`src/rtl/instr_fetch_pkg.sv`:
```
// instr_fetch_pkg: shared fetch-state, register-number and format-detect constants
package instr_fetch_pkg;
    typedef enum logic [2:0] {
        FS_VEC,
        FS_OP,
        FS_SRC,
        FS_DST,
        FS_ISSUE
    } fetch_state_e;
    localparam logic [15:0] RESET_VEC_DEF = 16'hFFFE;
    localparam logic [3:0]  R0 = 4'd0;
    localparam logic [3:0]  R2 = 4'd2;
    localparam logic [3:0]  R3 = 4'd3;
    localparam logic [3:0]  FMT1_MIN = 4'd4;
    localparam logic [5:0]  FMT2_PFX = 6'b000100;
    localparam logic [2:0]  JMP_PFX  = 3'b001;
    localparam logic [1:0]  AS_IDX = 2'b01;
    localparam logic [1:0]  AS_INC = 2'b11;
endpackage

```
`src/rtl/instr_fetch_if.sv`:
```
// instr_fetch_if: ROM read path, decoder handshake and redirect signals of the fetch unit
interface instr_fetch_if;
    logic [15:0] MDB_out;
    logic [15:0] MAB_fetch;
    logic        fetch_req;
    logic        dec_ready;
    logic        pc_load;
    logic [15:0] pc_new;
    logic        IR_valid;
    logic [15:0] IR_out;
    logic [15:0] SRC_EXT;
    logic [15:0] DST_EXT;
    logic [1:0]  IR_len;
    logic [15:0] pc_next;
    modport master (
        input  MDB_out, dec_ready, pc_load, pc_new,
        output MAB_fetch, fetch_req, IR_valid, IR_out, SRC_EXT, DST_EXT, IR_len, pc_next
    );
    modport slave (
        output MDB_out, dec_ready, pc_load, pc_new,
        input  MAB_fetch, fetch_req, IR_valid, IR_out, SRC_EXT, DST_EXT, IR_len, pc_next
    );
endinterface

```
`src/rtl/instr_fetch_len_dec.sv`:
```
// instr_len_dec: opcode -> extension-word needs; bit 6 (byte/word) never affects length
module instr_len_dec
    import instr_fetch_pkg::*;
(
    input  logic [15:7] i_op_hi,
    input  logic [5:0]  i_op_lo,
    output logic        o_need_src,
    output logic        o_need_dst
);
    logic       w_fmt1;
    logic       w_fmt2;
    logic [1:0] w_as;
    logic [3:0] w_sa;
    assign w_fmt1 = i_op_hi[15:12] >= FMT1_MIN;
    assign w_fmt2 = i_op_hi[15:10] == FMT2_PFX;
    assign w_as   = i_op_lo[5:4];
    assign w_sa   = w_fmt1 ? i_op_hi[11:8] : i_op_lo[3:0];
    assign o_need_src = (w_fmt1 || w_fmt2) &&
                        ((w_as == AS_IDX && w_sa != R3) || (w_as == AS_INC && w_sa == R0));
    assign o_need_dst = w_fmt1 && i_op_hi[7];
endmodule

```
`src/rtl/instr_fetch.sv`:
```
// instr_fetch: sequences opcode and extension-word reads and hands whole instructions to the decoder
module instr_fetch
    import instr_fetch_pkg::*;
#(
    parameter logic [15:0] RESET_VEC = RESET_VEC_DEF,
    parameter int          PC_W      = 16
)(
    input  logic          clk,
    input  logic          rst_n,
    instr_fetch_if.master bus
);
    fetch_state_e    r_state, w_state_nxt;
    logic [PC_W-1:0] r_pc, w_pc_nxt;
    logic [15:0]     r_ir, r_src, r_dst;
    logic [1:0]      r_len;
    logic            r_need_dst;
    logic            w_need_src, w_need_dst, w_redirect;

    instr_len_dec u_len_dec (
        .i_op_hi    (bus.MDB_out[15:7]),
        .i_op_lo    (bus.MDB_out[5:0]),
        .o_need_src (w_need_src),
        .o_need_dst (w_need_dst)
    );

    assign w_redirect = bus.pc_load && r_state != FS_VEC;

    // next state and next fetch address; a redirect overrides everything after the vector read
    always_comb begin
        w_state_nxt = r_state;
        w_pc_nxt    = r_pc;
        case (r_state)
            FS_VEC: begin
                w_state_nxt = FS_OP;
                w_pc_nxt    = PC_W'(bus.MDB_out & 16'hFFFE);
            end
            FS_OP: begin
                w_state_nxt = w_need_src ? FS_SRC : w_need_dst ? FS_DST : FS_ISSUE;
                w_pc_nxt    = r_pc + PC_W'(2);
            end
            FS_SRC: begin
                w_state_nxt = r_need_dst ? FS_DST : FS_ISSUE;
                w_pc_nxt    = r_pc + PC_W'(2);
            end
            FS_DST: begin
                w_state_nxt = FS_ISSUE;
                w_pc_nxt    = r_pc + PC_W'(2);
            end
            FS_ISSUE: w_state_nxt = bus.dec_ready ? FS_OP : FS_ISSUE;
            default:  w_state_nxt = FS_VEC;
        endcase
        if (w_redirect) begin
            w_state_nxt = FS_OP;
            w_pc_nxt    = PC_W'(bus.pc_new & 16'hFFFE);
        end
    end

    // state, PC and instruction word capture
    always_ff @(posedge clk or negedge rst_n) begin
        if (!rst_n) begin
            r_state    <= FS_VEC;
            r_pc       <= PC_W'(RESET_VEC);
            r_ir       <= '0;
            r_src      <= '0;
            r_dst      <= '0;
            r_len      <= '0;
            r_need_dst <= 1'b0;
        end else begin
            r_state <= w_state_nxt;
            r_pc    <= w_pc_nxt;
            if (r_state == FS_OP) begin
                r_ir       <= bus.MDB_out;
                r_src      <= '0;
                r_dst      <= '0;
                r_need_dst <= w_need_dst;
                r_len      <= 2'd1 + 2'(w_need_src) + 2'(w_need_dst);
            end
            if (r_state == FS_SRC) r_src <= bus.MDB_out;
            if (r_state == FS_DST) r_dst <= bus.MDB_out;
        end
    end

    assign bus.MAB_fetch = 16'(r_pc);
    assign bus.fetch_req = rst_n && r_state != FS_ISSUE;
    assign bus.IR_valid  = r_state == FS_ISSUE;
    assign bus.IR_out    = r_ir;
    assign bus.SRC_EXT   = r_src;
    assign bus.DST_EXT   = r_dst;
    assign bus.IR_len    = r_len;
    assign bus.pc_next   = bus.IR_valid ? 16'(r_pc) : 16'h0000;
endmodule

```
`src/flat_wrapper.sv`:
```
// flat-port wrapper written by rule: the top's interface ports become plain ports
module instr_fetch_flat import instr_fetch_pkg::*;
#(
    parameter logic [15:0] RESET_VEC = RESET_VEC_DEF,
    parameter int          PC_W      = 16
)
  (clk, rst_n, bus_MDB_out, bus_dec_ready, bus_pc_load, bus_pc_new, bus_MAB_fetch, bus_fetch_req, bus_IR_valid, bus_IR_out, bus_SRC_EXT, bus_DST_EXT, bus_IR_len, bus_pc_next);
  instr_fetch_if bus_i ();
  input  logic clk;
  input  logic rst_n;
  input wire logic [$bits(bus_i.MDB_out)-1:0] bus_MDB_out;
  input wire logic [$bits(bus_i.dec_ready)-1:0] bus_dec_ready;
  input wire logic [$bits(bus_i.pc_load)-1:0] bus_pc_load;
  input wire logic [$bits(bus_i.pc_new)-1:0] bus_pc_new;
  output wire logic [$bits(bus_i.MAB_fetch)-1:0] bus_MAB_fetch;
  output wire logic [$bits(bus_i.fetch_req)-1:0] bus_fetch_req;
  output wire logic [$bits(bus_i.IR_valid)-1:0] bus_IR_valid;
  output wire logic [$bits(bus_i.IR_out)-1:0] bus_IR_out;
  output wire logic [$bits(bus_i.SRC_EXT)-1:0] bus_SRC_EXT;
  output wire logic [$bits(bus_i.DST_EXT)-1:0] bus_DST_EXT;
  output wire logic [$bits(bus_i.IR_len)-1:0] bus_IR_len;
  output wire logic [$bits(bus_i.pc_next)-1:0] bus_pc_next;
  assign bus_i.MDB_out = bus_MDB_out;
  assign bus_i.dec_ready = bus_dec_ready;
  assign bus_i.pc_load = bus_pc_load;
  assign bus_i.pc_new = bus_pc_new;
  assign bus_MAB_fetch = bus_i.MAB_fetch;
  assign bus_fetch_req = bus_i.fetch_req;
  assign bus_IR_valid = bus_i.IR_valid;
  assign bus_IR_out = bus_i.IR_out;
  assign bus_SRC_EXT = bus_i.SRC_EXT;
  assign bus_DST_EXT = bus_i.DST_EXT;
  assign bus_IR_len = bus_i.IR_len;
  assign bus_pc_next = bus_i.pc_next;
  instr_fetch #(.RESET_VEC(RESET_VEC), .PC_W(PC_W)) u_core (.clk(clk), .rst_n(rst_n), .bus(bus_i));
endmodule
```
`config.mk`:
```
export PLATFORM = sky130hd
export DESIGN_NAME = instr_fetch_flat
export DESIGN_NICKNAME = d
export VERILOG_FILES = /design/src/rtl/instr_fetch_pkg.sv /design/src/rtl/instr_fetch_if.sv /design/src/rtl/instr_fetch_len_dec.sv /design/src/rtl/instr_fetch.sv /design/src/flat_wrapper.sv
export SDC_FILE = /design/constraint.sdc
export NUM_CORES = 1
export LEC_CHECK = 0
export ABC_AREA = 1
export CORE_ASPECT_RATIO = 2
export CORE_UTILIZATION = 46
export DETAILED_ROUTE_END_ITERATION = 6
export PLACE_DENSITY_LB_ADDON = 0.2
export SLEW_MARGIN = 30
export SYNTH_ARGS = -nofsm -noshare
export SYNTH_HDL_FRONTEND = slang
export SYNTH_SLANG_ARGS = --single-unit
export TNS_END_PERCENT = 30
```
`constraint.sdc`:
```
create_clock -name clk -period 1.9 [get_ports clk]
set_input_delay 0.38 -clock clk [delete_from_list [all_inputs] [get_ports clk]]
set_output_delay 0.38 -clock clk [all_outputs]
set_load 0.01 [all_outputs]
```
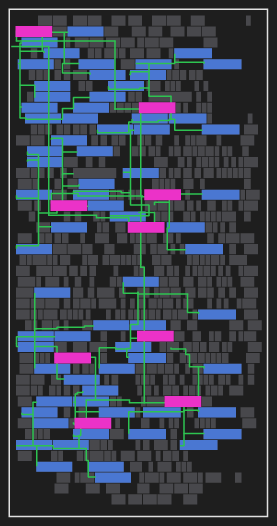
run_1/clock_map.png
Scale: 4 px per micron.
- magenta: cells driving clock nets (count 9)
- blue: flip-flops (count 69)
- green: clock wires (length 914 microns)
- routed clock nets: 10
- flops lie: spread over the die
clock skew after layout: 0.004042 ns
clock network fraction of total power: 21.1%

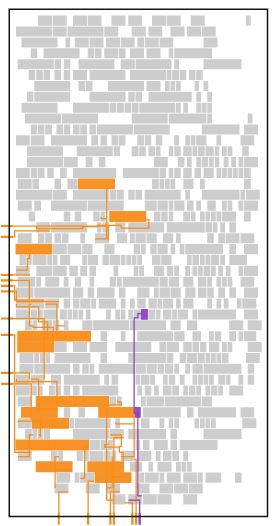
run_1/port_nets.png
Scale: 4 px per micron.
- purple: `bus_dec_ready` (direction input; edge south; end cells 2; buffers 1; wire 55.6 microns)
- orange: `bus_IR_out` (direction output; edge 10 west, 6 south; end cells 16; buffers 16; wire 511 microns)
IO Count: 120
number of buffers inserted by port buffering: 116

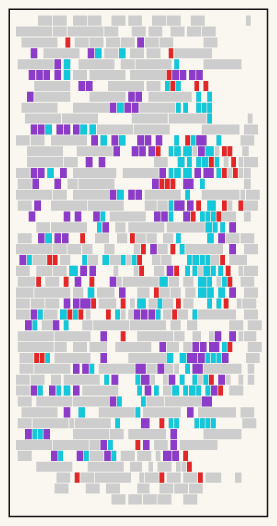
run_1/gate_families.png
Scale: 4 px per micron.
- cyan: NAND gates (cells 132; most used nand2_1)
- red: inverters (cells 59; most used inv_1)
- purple: inverting AOI/OAI gates (cells 127; most used o21ai_0; where spread over the die)
filler-free cell count of the finished design: 695
multi-input gate share of the layout cell area: 27.95%

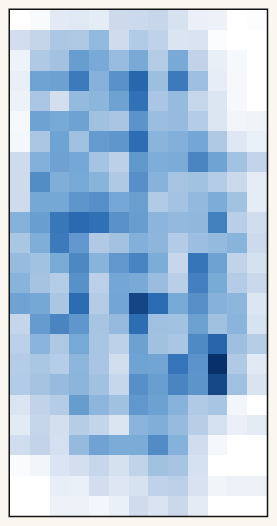
run_1/wire_density.png
Scale: 4 px per micron. The die is cut into 13 by 25 equal tiles; white is low, dark blue is high, scaled to the fullest tile. Values are wire area over tile area, all layers added.
- nearly empty tiles: 6.8%
- tiles over half the peak: 25%
- emptiest ninth of the die: north-east
- mean over tiles: 0.24
Total GRT Usage: 30.79%
total via count in the routed design: 3747
routed length per placed instance: 16.75 microns
final wirelength: 11640 microns

==> Flow_metrics.wiki, run 1 <==
== Metrics ==
{| class="wikitable"
! Metric !! Value
|-
| Startpoint type of the worst setup path || flop
|-
| Worst-Skew Late Latency || about 0.34 ns
|-
| CP max FO || 6
|-
| Antenna violations before repair || 0
|-
| Number of global-route vias before repair || between 3000 and 4000
|-
| Element type at the critical path end || output pin
|-
| Global-route wire length before repair || 18720 microns
|-
| Placement Setup Slack || -0.4155 ns
|-
| Final core area utilization || between 60% and 70%
|-
| Drt first-iter violations || 231
|-
| Power Total || 8.699 mW
|-
| Wire length on met3 || 695 microns
|-
| Flip-flop and latch power || between 2 and 3 mW
|-
| Clk slew on worst S/H paths || 0.06 ns
|-
| Status || finished, final reports clean
|-
| Post-synthesis cell area || around 3600 sq um
|-
| WHS || 0.1589 ns
|-
| Area fraction in and, or, nand and nor cells after synthesis || 20.80%
|-
| Cells along the critical path || nor2_2 -> nand2_1 -> buf_4 -> inv_2 -> nor2_1 -> dlygate4sd2_1
|-
| Switching component of the power || around 3.4 mW
|-
| Multi-input gate area in the final layout || 1470 sq um
|-
| Detailed-route DRC error count || 0
|-
| Summed area of non-filler cells in the final layout || 5260 sq um
|-
| Most used logic cell in the final layout || o21ai_0
|-
| Power per unit of standard cell area || 1654 nW/um^2
|-
| Met1 layer wirelength in the final routing || 4215 microns
|-
| Kind of cell with the highest combined delay on the critical path || buffers and inverters
|-
| Clk sinks || roughly 70
|-
| Share of layout cells above drive strength 1 || 13.81%
|-
| Combinational cell fraction of total power || 47.2%
|-
| Clock tree from TritonCTS || done
|-
| Post-synth top cells || o21ai_0, nand2_1, inv_1
|-
| Cell type with the highest aggregate area in the netlist || dfrtp_1
|-
| Count of fill cells added during filler insertion || 630
|-
| Grt met1 use || 33.79%
|-
| Cell count listed in synth_stat.txt || about 460
|}
[run 1: cell type report]
cell class / count / share of cell area (%)
Clock buffer: 10 / 4.353
Clock inverter: 6 / 1.808
Inverter: 59 / 4.210
Multi-Input combinational cell: 308 / 27.95
Sequential cell: 69 / 33.18
Tap cell: 94 / 2.236
Timing Repair Buffer: 149 / 26.26
[run 1: registers in the layout, indices dropped and copies added (netlist names)]
| signal | cells |
|---|---|
| u_core.r_need_dst | 1 |
| u_core.bus.IR_len | 2 |
| u_core.bus.IR_out | 16 |
| u_core.bus.SRC_EXT | 16 |
| u_core.bus.MAB_fetch | 15 |
| u_core.r_state | 3 |
| u_core.bus.DST_EXT | 16 |
==> inputs of run 2 (changes only) <==
--- a/config.mk
+++ b/config.mk
@@ -6,10 +6,11 @@
 export NUM_CORES = 1
 export LEC_CHECK = 0
 export ABC_AREA = 1
-export CORE_ASPECT_RATIO = 2
+export CORE_ASPECT_RATIO = 1.4
 export CORE_UTILIZATION = 46
 export DETAILED_ROUTE_END_ITERATION = 6
-export PLACE_DENSITY_LB_ADDON = 0.2
+export PLACE_DENSITY = 0.84
+export SETUP_SLACK_MARGIN = 0.2
 export SLEW_MARGIN = 30
 export SYNTH_ARGS = -nofsm -noshare
 export SYNTH_HDL_FRONTEND = slang
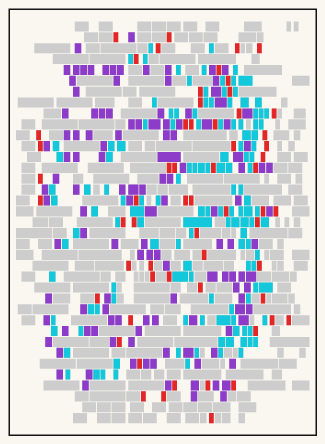
run_2/gate_families.png
Scale: 4 px per micron.
- purple: inverting AOI/OAI gates (cells 127; most used o21ai_0)
- cyan: NAND gates (cells 132; most used nand2_1)
- red: inverters (cells 59; most used inv_1)
most used logic cell in the final layout: o21ai_0
multi-input gate share of the layout cell area: 28.88%
filler-free cell count of the finished design: 701

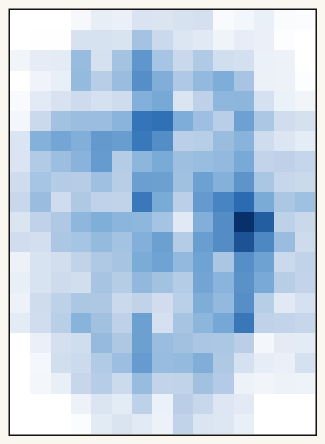
run_2/wire_density.png
Scale: 4 px per micron. The die is cut into 15 by 21 equal tiles; white is low, dark blue is high, scaled to the fullest tile. Values are wire area over tile area, all layers added.
- nearly empty tiles: 8.9%
- tiles over half the peak: 13%
- emptiest ninth of the die: south-west
- mean over tiles: 0.25
routed length per placed instance: 17.27 microns
final wirelength: 12100 microns

==> Flow_metrics.wiki, run 2 <==
== Metrics ==
{| class="wikitable"
! Metric !! Value
|-
| #MultiIn Comb || 308
|-
| Number of buffers inserted by port buffering || roughly 120
|-
| Drt first-iter violations || 374
|-
| Clock network area share || 4.316%
|-
| Startpoint type of the worst setup path || flop
|-
| Non-CTS inverters || 59
|-
| Clock skew after layout || 0.007465 ns
|-
| Clk slew on worst S/H paths || around 0.08 ns
|-
| Kind of cell with the highest combined delay on the critical path || buffers and inverters
|-
| Multi-input gate area in the final layout || 1574 sq um
|-
| Switching component of the power || 3.630 mW
|-
| Element type at the critical path end || output pin
|-
| CP max FO || 13
|-
| Count of fill cells added during filler insertion || 520
|-
| Area fraction in and, or, nand and nor cells after synthesis || 20.80%
|-
| Number of ordinary and repair buffers in the finished layout || 153
|-
| Detailed-route DRC error count || 0
|-
| Status || finished, final reports clean
|-
| Num tapcells || 97
|-
| Global-route wire length before repair || roughly 17000 microns
|-
| Cell count listed in synth_stat.txt || 457
|-
| Worst-Skew Late Latency || 0.35 ns
|-
| Power per unit of standard cell area || about 1600 nW/um^2
|-
| Clk sinks || 69
|}
-- run 2: cell counts after synthesis --
No cell type changed its count.
-- run 2: metal layers --
layer  routed length [microns]  up-vias  part of all wire, %
li1                          -     1779                    -
met1                      4454     1881                   37
met2                      6313      233                   52
met3                       899       44                  7.4
met4                       436        0                  3.6
met5                         0        -                    0
-- run 2: per-stage QoR --
| step | std cells | setup slack (ns) |
|---|---|---|
| after floorplan | 458 | 0.2301 |
| after global placement | 673 | -0.2451 |
| after detailed placement | 673 | -0.3761 |
| after CTS | 694 | 0.009468 |
| after global routing | 701 | -0.02056 |
| final | 701 | 0.03093 |
-- run 2: timing repair --
item | in CTS | in global routing
cloned | 0 | 3
pin swaps | 1 | 16
setup buffers | 6 | 3
endpoints found under the setup margin | 37 | 54
resized | 49 | 97
Power is estimated from default activity; no workload was simulated.
